==> run_1/ff_map.png <==
Scale bar: 20 um. Other sequential cells in the stronger grey, the rest of the logic in the fainter grey.
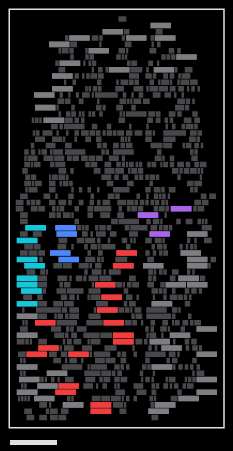
==> run_1/closeup.png <==
Window x 54 to 84, y 30 to 60 um. Cells in grey, sequential cells in the stronger grey; small squares are vias.
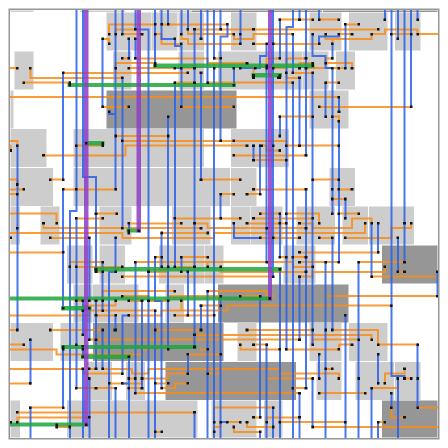
==> run_1/clock_nets.png <==
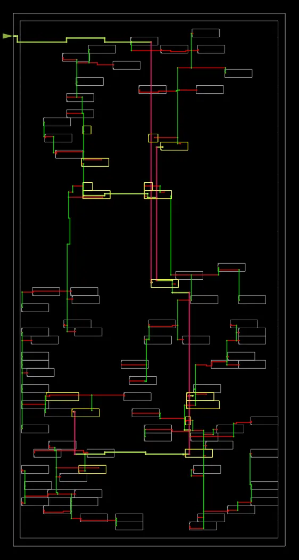
==> run_1/sizing.png <==
Scale bar: 20 um.
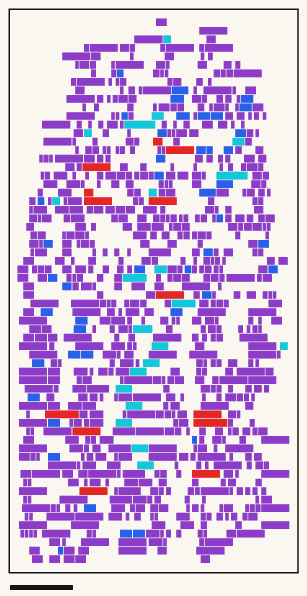
$ cat src/rtl/tcp_rx_payload.sv
// tcp_rx_payload: receive-side Ethernet/IPv4/TCP parser that forwards only the
// TCP payload bytes of frames addressed to the local MAC and TCP port.
//
// state   | meaning
// --------+-------------------------------------------------------------
// IDLE    | after reset, ignore bytes until newpkt
// ETH     | Ethernet header, offsets 0-13 (dest MAC, ethertype)
// IP      | IPv4 header incl. options, ip = off-14 up to hlen-1
// TCP     | TCP header incl. options, t = off-14-hlen up to thlen-1
// PAYLOAD | forward each valid byte, plen counts down to 0
// DROP    | frame rejected or finished, ignore bytes until newpkt
module tcp_rx_payload #(
  parameter logic [15:0] port = 16'd80,
  parameter logic [47:0] mac  = 48'hC471FEC856BF
) (
  input  logic       CLOCK,
  input  logic       RESET,
  input  logic       dataValid,
  input  logic [7:0] data,
  input  logic       newpkt,
  output logic       outDataValid,
  output logic [7:0] outData
);

  typedef enum logic [2:0] {
    S_IDLE, S_ETH, S_IP, S_TCP, S_PAYLOAD, S_DROP
  } state_t;

  state_t      state, state_nxt, cur_state;
  logic [15:0] off, off_nxt, cur_off;
  logic [15:0] ip, t;
  logic [7:0]  hlen, hlen_nxt;
  logic [7:0]  thlen, thlen_nxt, thlen_v;
  logic [15:0] totlen, totlen_nxt;
  logic [15:0] plen, plen_nxt;
  logic [7:0]  port_hi, port_hi_nxt;
  logic [7:0]  mac_byte;
  logic        out_vld_nxt;
  logic [7:0]  out_nxt;

  // Register the parser state, captured header fields and the output byte.
  always_ff @(posedge CLOCK or posedge RESET) begin
    if (RESET) begin
      state        <= S_IDLE;
      off          <= 16'd0;
      hlen         <= 8'd0;
      thlen        <= 8'd0;
      totlen       <= 16'd0;
      plen         <= 16'd0;
      port_hi      <= 8'd0;
      outDataValid <= 1'b0;
      outData      <= 8'd0;
    end else begin
      state        <= state_nxt;
      off          <= off_nxt;
      hlen         <= hlen_nxt;
      thlen        <= thlen_nxt;
      totlen       <= totlen_nxt;
      plen         <= plen_nxt;
      port_hi      <= port_hi_nxt;
      outDataValid <= out_vld_nxt;
      outData      <= out_nxt;
    end
  end

  // Parse the current byte; newpkt restarts the frame so a coincident byte is offset 0.
  always_comb begin
    cur_state   = newpkt ? S_ETH : state;
    cur_off     = newpkt ? 16'd0 : off;
    ip          = cur_off - 16'd14;
    t           = cur_off - 16'd14 - {8'd0, hlen};
    state_nxt   = cur_state;
    off_nxt     = cur_off;
    hlen_nxt    = hlen;
    thlen_nxt   = thlen;
    thlen_v     = {2'b00, data[7:4], 2'b00};
    totlen_nxt  = totlen;
    plen_nxt    = plen;
    port_hi_nxt = port_hi;
    out_vld_nxt = 1'b0;
    out_nxt     = outData;
    case (cur_off[2:0])
      3'd0:    mac_byte = mac[47:40];
      3'd1:    mac_byte = mac[39:32];
      3'd2:    mac_byte = mac[31:24];
      3'd3:    mac_byte = mac[23:16];
      3'd4:    mac_byte = mac[15:8];
      3'd5:    mac_byte = mac[7:0];
      default: mac_byte = 8'h00;
    endcase

    if (dataValid) begin
      off_nxt = (cur_off == 16'hFFFF) ? 16'hFFFF : cur_off + 16'd1;
      case (cur_state)
        S_ETH: begin
          if (cur_off < 16'd6 && data != mac_byte) state_nxt = S_DROP;
          else if (cur_off == 16'd12 && data != 8'h08) state_nxt = S_DROP;
          else if (cur_off == 16'd13) state_nxt = (data == 8'h00) ? S_IP : S_DROP;
        end
        S_IP: begin
          if (ip == 16'd0) begin
            hlen_nxt = {2'b00, data[3:0], 2'b00};
            if (data[7:4] != 4'd4 || data[3:0] < 4'd5) state_nxt = S_DROP;
          end else if (ip == 16'd2) begin
            totlen_nxt = {data, totlen[7:0]};
          end else if (ip == 16'd3) begin
            totlen_nxt = {totlen[15:8], data};
            if ({totlen[15:8], data} < ({8'd0, hlen} + 16'd20)) state_nxt = S_DROP;
          end else if (ip == 16'd9) begin
            if (data != 8'd6) state_nxt = S_DROP;
          end
          if (state_nxt == S_IP && ip == ({8'd0, hlen} - 16'd1)) state_nxt = S_TCP;
        end
        S_TCP: begin
          if (t == 16'd2) begin
            port_hi_nxt = data;
          end else if (t == 16'd3) begin
            if ({port_hi, data} != port) state_nxt = S_DROP;
          end else if (t == 16'd12) begin
            thlen_nxt = thlen_v;
            plen_nxt  = totlen - {8'd0, hlen} - {8'd0, thlen_v};
            if (thlen_v < 8'd20 || ({8'd0, hlen} + {8'd0, thlen_v}) > totlen)
              state_nxt = S_DROP;
          end
          // thlen is only valid once t12 has passed; header end is always beyond it.
          if (state_nxt == S_TCP && t == ({8'd0, thlen} - 16'd1))
            state_nxt = (plen == 16'd0) ? S_DROP : S_PAYLOAD;
        end
        S_PAYLOAD: begin
          out_vld_nxt = 1'b1;
          out_nxt     = data;
          plen_nxt    = plen - 16'd1;
          if (plen == 16'd1) state_nxt = S_DROP;
        end
        default: ;
      endcase
    end
  end

endmodule

$ cat config.mk
export PLATFORM = sky130hd
export DESIGN_NAME = tcp_rx_payload
export DESIGN_NICKNAME = d
export VERILOG_FILES = /design/src/rtl/tcp_rx_payload.sv
export SDC_FILE = /design/constraint.sdc
export NUM_CORES = 1
export LEC_CHECK = 0
export CAP_MARGIN = 25
export CELL_PAD_IN_SITES_DETAIL_PLACEMENT = 0
export CELL_PAD_IN_SITES_GLOBAL_PLACEMENT = 1
export CORE_ASPECT_RATIO = 2
export CORE_MARGIN = 2
export CORE_UTILIZATION = 45
export CTS_CLUSTER_SIZE = 24
export DETAILED_ROUTE_END_ITERATION = 10
export PLACE_DENSITY = 0.75
export RECOVER_POWER = 50
export SLEW_MARGIN = 20
export SYNTH_ARGS = -nofsm -noshare
export SYNTH_HDL_FRONTEND = slang
export SYNTH_SLANG_ARGS = --single-unit
export TNS_END_PERCENT = 50
$ cat constraint.sdc
create_clock -name CLOCK -period 13.75 [get_ports CLOCK]
set_clock_uncertainty 0.15 [all_clocks]
set_input_delay 2.75 -clock CLOCK [delete_from_list [all_inputs] [get_ports CLOCK]]
set_output_delay 2.75 -clock CLOCK [all_outputs]
set_load 0.05 [all_outputs]
==> notes.md, run 1 <==
From the run reports.

- The detailed router reports a met3 wire length of 591 um.
- For this run, the total global-route usage over all layers was measured as 24.2%.
- The Yosys step of the flow raised 0 warnings.
- The end of the worst register-to-register path is plen[10].
- The flip-flop and latch count after synthesis is 76.
- The adder and majority cell fraction of the synthesized area reads 9.80%.
- The simple logic cell fraction of the synthesized area reads 25.5%.
- The leakage power total reads 0.00329 uW.
- The number of logic gates reads 646.
- The endpoint required time on the critical path is 13790 ps.
- The final timing report lists a max-slew violation count of 77.
- After synthesis, the largest family of logic cells by area is simple AND/OR/NAND/NOR gates.
- The count of inserted antenna diode cells reads 0.
- The buffers plus inverters on the worst setup path reads 5.
- The most common logic cells in the final layout are 76 x sky130_fd_sc_hd__dfrtp_1, 66 x sky130_fd_sc_hd__nand2_1, 58 x sky130_fd_sc_hd__nor2_1.
- The core box area is 15100 sq um.
- The remaining max-slew budget at the tightest pin is -180%.
- The number of vias per cell reads 6.04.
- Looking at hold timing, the worst path starts from outData[3].
- The clock network area share reads 4.29%.
- At the end of routability-driven placement, the weighted congestion stood at 0.846.
- The signal on the critical path passes through clkdlybuf4s50_1, buf_4, inv_1, nand2_1, inv_1, ha_1, xnor2_1, inv_1, fa_1, or4bb_1, nor3_1, o21ai_0, mux2i_1, a32oi_1, a2111oi_4, nand3_1, nand2_1, a221oi_1.
- The plain and repair buffers instantiated in the layout total 24.
- The multi-input gate share of total cell area is 62.0%.
- The most common cell after layout, fill and taps aside reads sky130_fd_sc_hd__dfrtp_1.
- The critical register-to-register path startpoint reads off[2].
- The worst setup slack for register-to-register paths reads 8170 ps.
- The area added between synthesis and finish reads 8.66%.
- In this run the tools logged warnings totalling 48.
- The post-synthesis instance area reads 6920 sq um.
- The vertical die dimension reads 179 um.
- The cell class with the largest area share reads multi-input combinational cells.
- The final reports fail on max-capacitance violations, max-slew violations.
- The sequential cell count of the final layout reads 76.
- The final net count reads 860.
- The cell seen most often among critical-path stages reads sky130_fd_sc_hd__inv_1.
- The main power-consuming group is sequential cells.
- The count of buffers inserted at the top-level ports is 20.
- The final-layout fill cell count is 1471.
- The busiest layer in global routing reads met2.
- The combinational power reported by the tool is 211 uW.
- The overall die area reads 16400 sq um.
- The kind of cell adding the most delay to the critical path is simple AND/OR/NAND/NOR gates.
- The share of layout cells above drive strength 1 is 9.71%.
- The timing startpoint of the critical path reads newpkt.
- The layout report lists the multi-input gate area as 4660 sq um.
- The chip width reads 91.7 um.
- The maximum vdd drop is 119 uV.
- The net count after synthesis is 872.
- The pin count of the biggest net entering global routing is 77.
- The multiplexer share of the synthesized area is 7.04%.
- The number of enable flip-flop cells reads 0.
- The post-route total power reads 766 uW.
- The relative contribution of sequential cells to total power is 38.0%.
- The largest registers in the layout are off: 16 flops, plen: 16 flops, totlen: 16 flops.
- The TritonCTS clock tree is yes.
- The clock passes through at most 2 buffers.
- For the pin with the worst max-slew slack, the measured transition is 4200 ps.
- The power share of the clock group reads 34.5%.
- For the final routed database, the setup TNS stands at 0 ps.
- Leaving out the clock tree, the finished layout contains an inverter count of 41.
- The element type at the critical path start reads an input pin.
- The final report lists the setup-violating endpoint count as 0.
- The run finished, with violations left.
- The number of hold violations in the final report reads 0.
- The initial antenna violation count reads 0.
- Yosys reports that the most numerous cell types are 76 x sky130_fd_sc_hd__dfrtp_1, 66 x sky130_fd_sc_hd__nand2_1, 58 x sky130_fd_sc_hd__nor2_1.
- The number of max-cap violations is 1.
- For reference, the clock transition at the flip-flops on the worst setup and hold paths is 70 ps.
- After the first detailed-routing iteration, the DRC count stood at 451.
- Per the CTS log, the root buffer master is sky130_fd_sc_hd__clkbuf_16.
- The distinct cell type count of the synthesized netlist reads 87.
- The number of standard-cell rows in the floorplan reads 64.
- Once layout is complete, the cells apart from fillers number 1001.
Notes on ff_map.png above:
| netlist name | colour | flops |
|---|---|---|
| `state` | purple | 3 |
| `totlen` | red | 16 |
| `port_hi` | cyan | 8 |
| `hlen` | blue | 4 |
not coloured: 45

Notes on closeup.png above:
| layer | colour |
|---|---|
| M4 | purple |
| M3 | green |
| M1 | orange |
| M2 | blue |
cells with their middle in the window: 56
netlist names of flops here include: `plen` (4)
most frequent: nor2_1 (7)
sequential cells in the window: 4

Notes on clock_nets.png above:
Num CTS Buffers: 9
clock latency reported for the late side of the worst-skew pair: 350 ps
clk pwr: 265 uW
clock buffers: 9

Notes on sizing.png above:
| size | colour | cells | share | most used |
|---|---|---|---|---|
| x1 and smaller | purple | 725 | 90% | dfrtp_1 |
| x2 | blue | 44 | 5.5% | mux2_2 |
| x3 and x4 | cyan | 21 | 2.6% | mux2_4 |
| x6 and larger | red | 13 | 1.6% | clkbuf_16 |

==> run 2, diff against run 1 <==
- clock period: 13.75 -> 8.2 ns (I/O delays scaled with it)
==> run 2 against run 1 <==
Via count up 1.2%. Total power rose by 65%. Sequential share of layout area about the same. Final cell count grew 0.20%. Setup slack got worse by 4000 ps. Largest power group unchanged. Die size did not move. The run still ends with max-capacitance violations, max-slew violations left. Area after synthesis unchanged. First-iteration DRC count decreased by 14%. Register-to-register slack got worse by 5600 ps. Global-route usage increased by 0.25 points. Routed wire length up 1.7%.
==> notes.md, run 2 <==
From the run reports.

- The number of logic gates reads 646.
- The maximum vdd drop reads 226 uV.
- The met2 track utilization from global routing is 40.3%.
- The worst setup slack for register-to-register paths reads 2550 ps.
- The distinct cell type count of the synthesized netlist reads 87.
- The power share of the clock group reads 33.5%.
- The final max-slew violation count recorded for this run is 77.
- The final weighted congestion in routability-driven placement reads 0.878.
- After the flow finishes, the layout carries non-filler instances totaling 1003.
- The main power-consuming group reads sequential cells.
- The transition time at the pin with the least slew margin is 4240 ps.
- The number of warnings reported in the stage logs is 48.
- The tap cell instance count reads 198.
- The core box area reads 15100 sq um.
- The overall die area is 16400 sq um.
- The remaining routing DRC violations is 0.
- The clock reaches the later pin of the worst-skew pair after 350 ps.
- The most common logic cells in the final layout are 76 x sky130_fd_sc_hd__dfrtp_1, 66 x sky130_fd_sc_hd__nand2_1, 58 x sky130_fd_sc_hd__nor2_1.
- The path length in cells of the critical path reads 16.
- The number of enable flip-flop cells is 0.
- The cell class with the largest area share is multi-input combinational cells.
- The remaining max-slew budget at the tightest pin reads -183%.
- The TritonCTS clock tree reads yes.
- 0 antenna diodes ended up in the layout.
- The power of the combinational group is 356 uW.
- The number of clock-tree buffers in the layout reads 9.
- In this run, the synthesized area fraction spent on and/or/nand/nor cells is recorded as 25.5%.
- The element type at the critical path start is an input pin.
- The final-layout fill cell count is 1469.
- The flip-flop and latch count after synthesis is 76.
- Once iteration 0 of detailed routing completed, the report listed 389 DRC markers.
- The number of vias per cell is 6.10.
- On the critical path the largest part of the delay comes from simple AND/OR/NAND/NOR gates.
- The chip width is 91.7 um.
- The global router reports that the layer with the highest usage is met2.
- The post-synthesis instance area is 6920 sq um.
- The final report lists the setup-violating endpoint count as 0.
- The initial antenna violation count is 0.
- The combinational family with the most area after synthesis reads simple AND/OR/NAND/NOR gates.
- The number of inverters outside the clock class in the layout reads 41.
- The number of hold violations in the final report reads 0.
- The non-clock buffer area fraction after layout reads 3.21%.
- The timing startpoint of the critical path reads newpkt.
- At the worst endpoint, the required time is 8240 ps.
- In this run the clock root is driven by a sky130_fd_sc_hd__clkbuf_16.
- The maximum level of the CTS H-tree reads 3.
- The multiplexer share of the synthesized area reads 7.04%.
- The post-route total power reads 1260 uW.
- The vertical die dimension is 179 um.
- The number of cells on the worst reg-to-reg path is 15.
- The clock network area share reads 4.08%.
- The count of buffers inserted at the top-level ports is 20.
- After floorplanning, the core was divided into 64 placement rows.
- The multi-input gate share of total cell area is 62.0%.
- The relative contribution of sequential cells to total power reads 38.4%.
- Global routing used 33.5% of the available met1 tracks.
- Hold is met by 331 ps.
- The adder and majority cell fraction of the synthesized area reads 9.80%.
- The startpoint of the lowest-slack hold path is outData[0].
- The number of buffers created by CTS is 9.
- The non-clock buffer instance count of the final layout is 26.
- In this run the deepest clock path goes through 2 buffers.
- The synthesis warning total reads 0.
- The pin count of the biggest net entering global routing reads 77.
- After synthesis, the most frequently instantiated cells are 76 x sky130_fd_sc_hd__dfrtp_1, 66 x sky130_fd_sc_hd__nand2_1, 58 x sky130_fd_sc_hd__nor2_1.
- The end of the worst register-to-register path is plen[15].
- The net count after synthesis is 872.
- The registers reported with the highest flop counts are off: 16 flops, plen: 16 flops, totlen: 16 flops.
- The hold buffer count at cts reads 0.
- The flow ran to the end, but the final reports show violations.
- Counting only logic cells after layout, the most numerous master is sky130_fd_sc_hd__dfrtp_1.
- Per the post-CTS timing run, clock transition at the registers of the reported paths is 70 ps.
- The path class of the tightest hold or removal check is flip-flop to flip-flop.
- The per-instance average area after synthesis is 8.54 sq um.
- The run reported a max-capacitance violation count of 1.
- The total negative slack for setup checks reads 0 ps.
- The critical register-to-register path startpoint is off[2].
- The number of buffers and inverters on the critical path is 3.
- The flow measured a signed area growth from synthesis to layout of 8.65%.
- The signal arrival time at the worst endpoint is 7200 ps.
- The layout summary lists the proportion of cells stronger than drive strength 1 as 9.94%.
- The script extracted a total leakage power of 0.00330 uW.
- The worst path uses 87.4% of the clock period.
- After the last flow step, the layout net total stands at 862.
- The area of the multi-input gates is 4660 sq um.
- The cell seen most often among critical-path stages is sky130_fd_sc_hd__inv_1.
- Total global-route track usage over all layers is 24.5%.
- The final reports fail on max-capacitance violations, max-slew violations.
- In this run the critical path is formed by clkdlybuf4s50_1, nand2b_1, inv_1, ha_1, xnor2_1, inv_1, fa_1, or4bb_1, nor3_1, o21ai_0, mux2i_1, a32oi_1, a2111oi_4, nand3_1, nand2_1, a221oi_1.
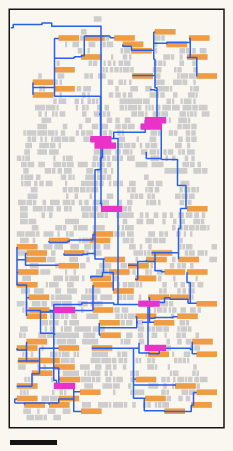
(run_2/clock_wires.png)
Scale bar: 20 um.
[flip-flops] orange | count: 76
[clock wires] blue | length: 1280 um
[clock-net drivers] magenta | count: 9
routed clock nets: 10

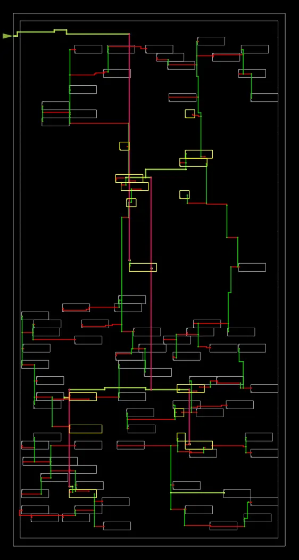
(run_2/clock_nets.png)
sequential cell count: 76
number of clock sinks: 76
clk pwr: 424 uW

==> run 3, diff against run 2 <==
- CORE_UTILIZATION: 45 -> 49
- PLACE_DENSITY: 0.75 -> 0.81
==> run 3 against run 2 <==
The run still ends with max-capacitance violations, max-slew violations left. Sequential power increased by 1%. First-iteration DRC count decreased by 15%. Core utilization increased by 4.3 points. Die size decreased by 7.9%. Hold slack got worse by 7.0 ps. Sequential cell count unchanged. Clock power increased by 2%. Register-to-register slack improved by 110 ps. Final cell count decreased by 1.0%. Highest routed layer unchanged.
==> notes.md, run 3 <==
From the run reports.

- TritonCTS created 9 clock buffers.
- The startpoint of the lowest-slack hold path reads outData[3].
- The number of sinks driven by the clock tree is 76.
- The stage logs contain a warning count of 48.
- Per the final layout report, the fraction of cells sized above drive strength 1 comes to 9.83%.
- The worst setup slack for register-to-register paths reads 2660 ps.
- For reference, simple AND, OR, NAND and NOR cells occupy 25.5% of the area reported after synthesis.
- The checks that failed: max-capacitance violations, max-slew violations.
- The timing startpoint of the critical path is newpkt.
- From the final report, the count of setup violators was given as 0.
- The post-route total power reads 1290 uW.
- The relative contribution of sequential cells to total power reads 38.0%.
- The number of clock-tree buffers in the layout is 9.
- In this run, synthesis inferred 0 flip-flops with an integrated enable.
- Leaving out fill and tap cells, the most frequent cells in the layout are 76 x sky130_fd_sc_hd__dfrtp_1, 66 x sky130_fd_sc_hd__nand2_1, 58 x sky130_fd_sc_hd__nor2_1.
- After synthesis, the most frequently instantiated cells are 76 x sky130_fd_sc_hd__dfrtp_1, 66 x sky130_fd_sc_hd__nand2_1, 58 x sky130_fd_sc_hd__nor2_1.
- After synthesis, the largest family of logic cells by area is simple AND/OR/NAND/NOR gates.
- The adder and majority cell fraction of the synthesized area is 9.80%.
- The end of the worst register-to-register path reads plen[2].
- The core box area is 13900 sq um.
- The largest buffer count on any clock path is 2.
- The element type at the critical path start is an input pin.
- The starting DRC count in detailed routing reads 330.
- The distinct cell type count of the synthesized netlist is 87.
- The class occupying the most area after layout is reported as multi-input combinational cells.
- The clock network area share is 4.15%.
- Summing all multi-input logic gate instances after layout gives 4660 sq um.
- The path length in cells of the critical path reads 16.
- The largest registers in the layout are off: 16 flops, plen: 16 flops, totlen: 16 flops.
- The TritonCTS clock tree reads yes.
- The synthesis warning total is 0.
- The power attributed to the clock group reads 432 uW.
- The transition time recorded at the tightest slew-check pin is 4320 ps.
- The clock latency reported for the late side of the worst-skew pair is 350 ps.
- The net count after synthesis reads 872.
- The root buffer selected by CTS is sky130_fd_sc_hd__clkbuf_16.
- After synthesis the cells add up to 6920 sq um.
- The cell seen most often among critical-path stages is sky130_fd_sc_hd__inv_1.
- The number of vias per cell reads 6.32.
- Among cell families on the critical path, the largest total delay comes from simple AND/OR/NAND/NOR gates.
- The power report attributes to the clock group a share of 33.5%.
- The tap cell instance count reads 189.
- The share of the cycle needed by the critical path after routing is 85.0%.
- The min-delay analysis places its worst path in the category flip-flop to flip-flop.
- The run finished, with violations left.
- The final-layout fill cell count is 1355.
- The final weighted congestion in routability-driven placement is 0.951.
- The number of slew-limit violations in the final report is 77.
- The multi-input gate share of total cell area reads 62.2%.
- After the flow finishes, the layout carries non-filler instances totaling 993.
- The met1 track utilization from global routing reads 29.5%.
- The power report lists the combinational group at 366 uW.
- The main power-consuming group reads sequential cells.
- The flip-flop and latch count after synthesis reads 76.
- The leakage power total is 0.00330 uW.
- The hold buffer count at cts reads 0.
- The total routing usage reported by global routing is 29.7%.
- The number of cells on the worst reg-to-reg path is 15.
- STA lists the startpoint of the worst register-to-register path as off[2].
- The maximum vdd drop reads 240 uV.
- The final net count reads 861.
- The clock-pin slew reported for the worst setup and hold paths after clock tree synthesis is 70 ps.
- The peak per-stage delay on the critical path is 600 ps.
- The signal arrival time at the worst endpoint reads 7000 ps.
- The multiplexer share of the synthesized area reads 7.04%.
- The initial antenna violation count was 0.
- The number of hold violations in the final report is 0.
- The vertical die dimension is 172 um.
- The tool flagged a number of max-cap violations equal to 1.
- The chip width is 88.0 um.
- The endpoint required time on the critical path is 8230 ps.
- The non-clock buffer area fraction after layout reads 3.12%.
- The count of inserted antenna diode cells is 0.
- The area added between synthesis and finish is 8.45%.
- The non-clock buffer instance count of the final layout is 25.
- In this run the critical path is formed by clkdlybuf4s50_1, nand2b_1, inv_1, ha_1, xnor2_1, inv_1, fa_1, or4bb_1, nor3_1, o21ai_0, mux2i_1, a32oi_1, a2111oi_4, nand3_1, nand2_1, a221oi_1.
- The number of inverters outside the clock class in the layout reads 41.
- The pin count of the biggest net entering global routing reads 77.
- The number of logic gates reads 646.
- The maximum level of the CTS H-tree is 3.
- The per-instance average area after synthesis is 8.54 sq um.
- The cell type with the largest total area after synthesis reads sky130_fd_sc_hd__dfrtp_1.
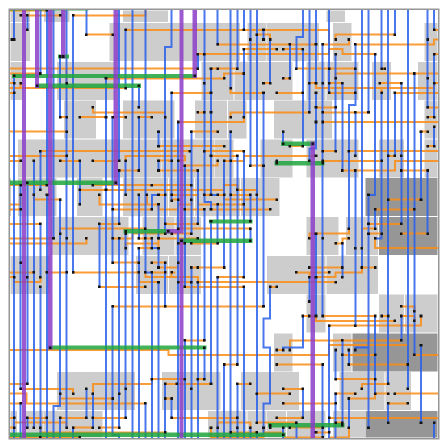
(run_3/closeup.png)
Window x 51 to 81, y 28 to 58 um. Cells in grey, sequential cells in the stronger grey; small squares are vias.
| layer | colour |
|---|---|
| M1 | orange |
| M3 | green |
| M2 | blue |
| M4 | purple |
sequential cells in the window: 3
most frequent: nor2_1 (10), mux2_2 (4)
netlist names of flops here include: `off` (3)
cells with their middle in the window: 60

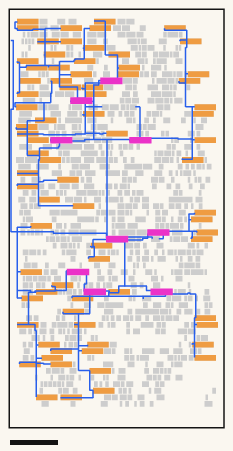
(run_3/clock_wires.png)
Scale bar: 20 um.
[clock wires] blue | length: 1250 um
[flip-flops] orange | count: 76
[clock-net drivers] magenta | count: 9
routed clock nets: 10

Power is estimated from default activity; no workload was simulated.
